File: src/rtl/gate_function_prober_if.sv
// Probe bus for gate_function_prober: run control, gate drive/readback and decoded result.
// Latency: n/a (signal bundle only).
// Backpressure: none; start is a request sampled only while the prober is idle.
//
// Signals:
//   start, abort        run request / synchronous cancel (controller -> prober)
//   gate_y              y output of the gate under probe (gate -> prober)
//   probe_a, probe_b    drive the gate's a/b inputs (prober -> gate)
//   busy, done          run in progress / one-cycle completion pulse
//   truth_table         bit {a,b} holds the sampled y for that vector
//   func_code           decoded f1f0 (00 AND, 01 OR, 10 NAND, 11 NOR)
//   func_valid/func_err table matched one of the four functions / matched none
interface gate_function_prober_if;
   logic       start;
   logic       abort;
   logic       gate_y;
   logic       probe_a;
   logic       probe_b;
   logic       busy;
   logic       done;
   logic [3:0] truth_table;
   logic [1:0] func_code;
   logic       func_valid;
   logic       func_err;

   // master: the side requesting runs and modelling the gate
   modport master (
      output start, abort, gate_y,
      input  probe_a, probe_b, busy, done, truth_table, func_code, func_valid, func_err
   );

   // slave: the prober itself
   modport slave (
      input  start, abort, gate_y,
      output probe_a, probe_b, busy, done, truth_table, func_code, func_valid, func_err
   );
endinterface

File: src/rtl/gate_function_prober.sv
// Identifies a 2-input programmable gate's function by walking {a,b} through 00,01,10,11 and decoding y.
// Latency: start accepted at edge E -> done high in the cycle after edge E + 4*(SETTLE_CYCLES+1).
// Backpressure: start ignored while busy; abort cancels a run on the next edge with no result.
//
// Ports: clk, rst_n (async active-low) plus the slave modport of gate_function_prober_if.
module gate_function_prober #(
   parameter int SETTLE_CYCLES = 2
) (
   input  logic                  clk,
   input  logic                  rst_n,
   gate_function_prober_if.slave pif
);

   localparam int HW = (SETTLE_CYCLES < 1) ? 1 : $clog2(SETTLE_CYCLES + 1);
   localparam logic [HW-1:0] HOLD_LAST = HW'(SETTLE_CYCLES);

   typedef enum logic {
      IDLE  = 1'b0,
      PROBE = 1'b1
   } state_t;

   state_t          state;
   state_t          state_nxt;
   logic [1:0]      vec;
   logic [HW-1:0]   hold;
   logic [3:0]      truth_table;
   logic [1:0]      func_code;
   logic            func_valid;
   logic            func_err;
   logic            done;
   logic            accept;
   logic            sample;
   logic            last;
   logic [3:0]      tt_final;
   logic [2:0]      dec;

   // {valid, code} for a completed truth table
   function automatic logic [2:0] decode(input logic [3:0] tt);
      case (tt)
         4'b1000: decode = 3'b1_00;  // AND
         4'b1110: decode = 3'b1_01;  // OR
         4'b0111: decode = 3'b1_10;  // NAND
         4'b0001: decode = 3'b1_11;  // NOR
         default: decode = 3'b0_00;
      endcase
   endfunction

   // The final vector's bit is not yet stored when the decode happens, so it
   // is taken straight from the gate.
   assign tt_final = {pif.gate_y, truth_table[2:0]};
   assign dec      = decode(tt_final);

   always_ff @(posedge clk or negedge rst_n) begin
      if (!rst_n) begin
         state <= IDLE;
      end else begin
         state <= state_nxt;
      end
   end

   always_comb begin
      state_nxt = state;
      accept    = 1'b0;
      sample    = 1'b0;
      last      = 1'b0;
      case (state)
         IDLE: begin
            if (pif.start) begin
               accept    = 1'b1;
               state_nxt = PROBE;
            end
         end
         PROBE: begin
            // abort wins over a sample landing on the same edge
            if (pif.abort) begin
               state_nxt = IDLE;
            end else if (hold == HOLD_LAST) begin
               sample = 1'b1;
               if (vec == 2'd3) begin
                  last      = 1'b1;
                  state_nxt = IDLE;
               end
            end
         end
         default: state_nxt = IDLE;
      endcase
   end

   always_ff @(posedge clk or negedge rst_n) begin
      if (!rst_n) begin
         vec         <= '0;
         hold        <= '0;
         truth_table <= '0;
         func_code   <= '0;
         func_valid  <= 1'b0;
         func_err    <= 1'b0;
         done        <= 1'b0;
      end else begin
         done <= last;
         if (accept) begin
            vec         <= '0;
            hold        <= '0;
            truth_table <= '0;
            func_code   <= '0;
            func_valid  <= 1'b0;
            func_err    <= 1'b0;
         end else if (state == PROBE) begin
            if (pif.abort) begin
               vec  <= '0;
               hold <= '0;
            end else if (sample) begin
               truth_table[vec] <= pif.gate_y;
               vec              <= vec + 2'd1;  // wraps to 0 after the last vector
               hold             <= '0;
               if (last) begin
                  func_valid <= dec[2];
                  func_err   <= ~dec[2];
                  func_code  <= dec[1:0];
               end
            end else begin
               hold <= hold + 1'b1;
            end
         end
      end
   end

   assign pif.busy        = (state == PROBE);
   assign pif.probe_a     = (state == PROBE) & vec[1];
   assign pif.probe_b     = (state == PROBE) & vec[0];
   assign pif.done        = done;
   assign pif.truth_table = truth_table;
   assign pif.func_code   = func_code;
   assign pif.func_valid  = func_valid;
   assign pif.func_err    = func_err;

endmodule

File: src/flat_wrapper.sv
// flat-port wrapper written by rule: the top's interface ports become plain ports
module gate_function_prober_flat 
#(
   parameter int SETTLE_CYCLES = 2
)
  (clk, rst_n, pif_start, pif_abort, pif_gate_y, pif_probe_a, pif_probe_b, pif_busy, pif_done, pif_truth_table, pif_func_code, pif_func_valid, pif_func_err);
  gate_function_prober_if pif_i ();
  input  logic clk;
  input  logic rst_n;
  input wire logic [$bits(pif_i.start)-1:0] pif_start;
  input wire logic [$bits(pif_i.abort)-1:0] pif_abort;
  input wire logic [$bits(pif_i.gate_y)-1:0] pif_gate_y;
  output wire logic [$bits(pif_i.probe_a)-1:0] pif_probe_a;
  output wire logic [$bits(pif_i.probe_b)-1:0] pif_probe_b;
  output wire logic [$bits(pif_i.busy)-1:0] pif_busy;
  output wire logic [$bits(pif_i.done)-1:0] pif_done;
  output wire logic [$bits(pif_i.truth_table)-1:0] pif_truth_table;
  output wire logic [$bits(pif_i.func_code)-1:0] pif_func_code;
  output wire logic [$bits(pif_i.func_valid)-1:0] pif_func_valid;
  output wire logic [$bits(pif_i.func_err)-1:0] pif_func_err;
  assign pif_i.start = pif_start;
  assign pif_i.abort = pif_abort;
  assign pif_i.gate_y = pif_gate_y;
  assign pif_probe_a = pif_i.probe_a;
  assign pif_probe_b = pif_i.probe_b;
  assign pif_busy = pif_i.busy;
  assign pif_done = pif_i.done;
  assign pif_truth_table = pif_i.truth_table;
  assign pif_func_code = pif_i.func_code;
  assign pif_func_valid = pif_i.func_valid;
  assign pif_func_err = pif_i.func_err;
  gate_function_prober #(.SETTLE_CYCLES(SETTLE_CYCLES)) u_core (.clk(clk), .rst_n(rst_n), .pif(pif_i));
endmodule
File: config.mk
export PLATFORM = sky130hd
export DESIGN_NAME = gate_function_prober_flat
export DESIGN_NICKNAME = d
export VERILOG_FILES = /design/src/rtl/gate_function_prober_if.sv /design/src/rtl/gate_function_prober.sv /design/src/flat_wrapper.sv
export SDC_FILE = /design/constraint.sdc
export NUM_CORES = 1
export LEC_CHECK = 0
export CAP_MARGIN = 20
export CELL_PAD_IN_SITES_DETAIL_PLACEMENT = 1
export CELL_PAD_IN_SITES_GLOBAL_PLACEMENT = 2
export CORE_MARGIN = 2
export CORE_UTILIZATION = 32
export DETAILED_ROUTE_END_ITERATION = 16
export HOLD_SLACK_MARGIN = 0.12
export PLACE_DENSITY = 0.86
export RECOVER_POWER = 100
export SLEW_MARGIN = 20
export SYNTH_ARGS = -nofsm -noshare
export SYNTH_HDL_FRONTEND = slang
export SYNTH_SLANG_ARGS = --single-unit
File: constraint.sdc
create_clock -name clk -period 2.3 [get_ports clk]
set_input_delay 0.345 -clock clk [delete_from_list [all_inputs] [get_ports clk]]
set_output_delay 0.345 -clock clk [all_outputs]
set_load 0.01 [all_outputs]
==> results.env <==
WORSTMARGINPINSLEW_NS=0.624
SYNTH_SIMPLE_GATE_AREA_SHARE=0.220
TRITONCTS_NUM_SINKS=14
MET1WIRELENGTH_UM=694
GRT_ANTENNA_BEFORE_REPAIR=0
SETUP.WORST_PATH.START_CLASS='flop'
FIN_CELLS=116
CRIT_PATH_TOP_DELAY_CELL='sky130_fd_sc_hd__dlygate4sd3_1'
SYNTH_CELLS=71
CTS-HTREE-LEVELS=1
RUN_STATUS='finished clean'
CP_SLOWEST_STAGE_DELAY_NS=0.60
INSERTION_DELAY_NS=0.28
PLACEMENTROWS=17
TOTAL_OF_FILL_CELLS_IN_THE_FINISHED_DESIGN=253
FIRST_GLOBAL_VIAS=599
YS_SH_XOR=0.0345
WL_MET2_UM=827
FP_UTIL=0.341
TRITONCTS_CLOCK_TREE='built'
R2R_CELLS=4
N_ANTENNA_CELL=0
YS.FLOPS=14
CHIP_WIDTH_UM=52.8
POSTPLACECELLAREA_SQ_UM=930
LARGEST-REGISTER='u_core.pif.truth_table'
WORST_CLOCK_SKEW_NS=0.00358
DETAIL_ROUTE.ITER0.VIOLATIONS=7
GRT_UTIL_MET2=0.235
WIRE_LENGTH_OF_THE_FIRST_GLOBAL_ROUTING_PASS_UM=2660
DETAIL_ROUTE.FIRST_PASS.ITERATIONS=3
TIMING.SETUP.TNS_NS=0
MAX_FREQ_GHz=0.509
AREA.SEQUENTIAL_SQ_UM=350
PRECTSSETUPSLACK_NS=0.669
PLACE.PORT_BUFFERS=16
VIAS=580
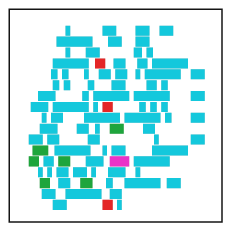
Figure 1: cells by drive strength.
(4 px per um)
red -> drive 3 to 4  # cells 3
cyan -> drive 1 or less  # cells 78
magenta -> drive 6 and up  # cells 1
green -> drive 2  # cells 6

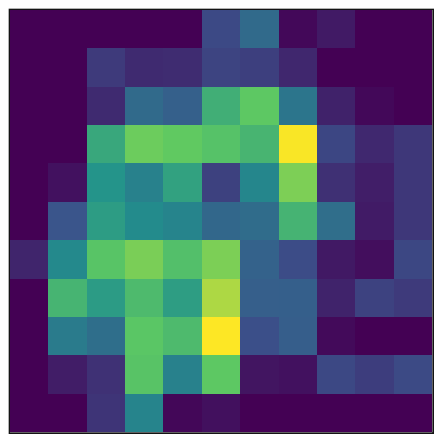
Figure 2: routed metal per tile.
(8 px per um) The die is cut into 11 by 11 equal tiles; dark purple is low, yellow is high, scaled to the fullest tile. Values are wire area over tile area, all layers added.
tiles over half the peak = 22%
mean over tiles = 0.091
nearly empty tiles = 26%
fullest tile = 0.34

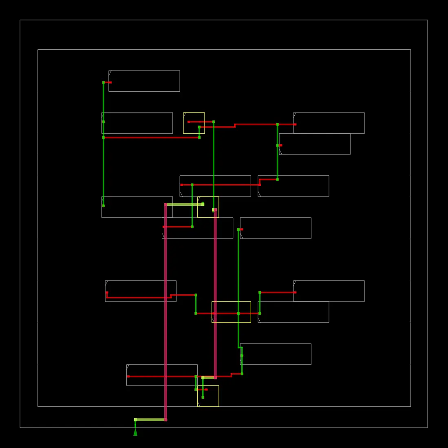
Figure 3: clock wiring as the flow saved it.
clock buffer count: 4
Clk. pwr: 182 uW
sequential cells: 14

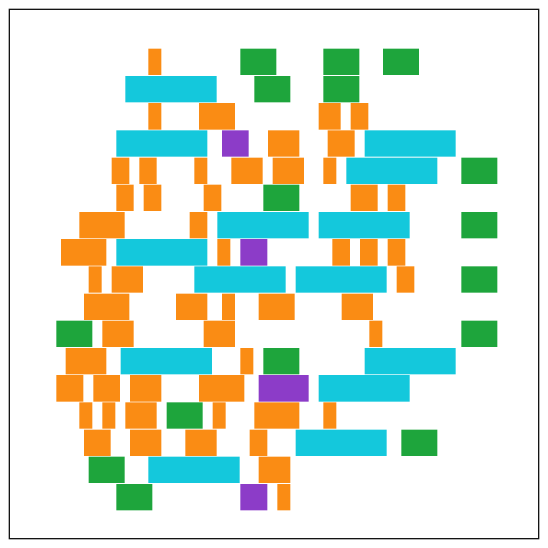
Figure 4: placed cells, one color a class.
(10 px per um)
orange -> all other logic  # cells 54
purple -> clock drivers and dummy loads  # cells 4
cyan -> flip-flops  # cells 14
green -> other buffers and delay cells  # cells 16

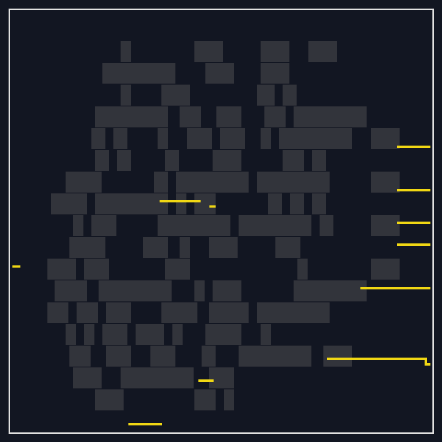
Figure 5: M3 wires.
(8 px per um) Cells faint in the background.
longest straight run = 12.2 um
nets with wire on the layer = 9
wire length on this layer = 48.5 um
main direction = horizontal

Power figures rest on the tool's default switching activity, not on a simulated workload.
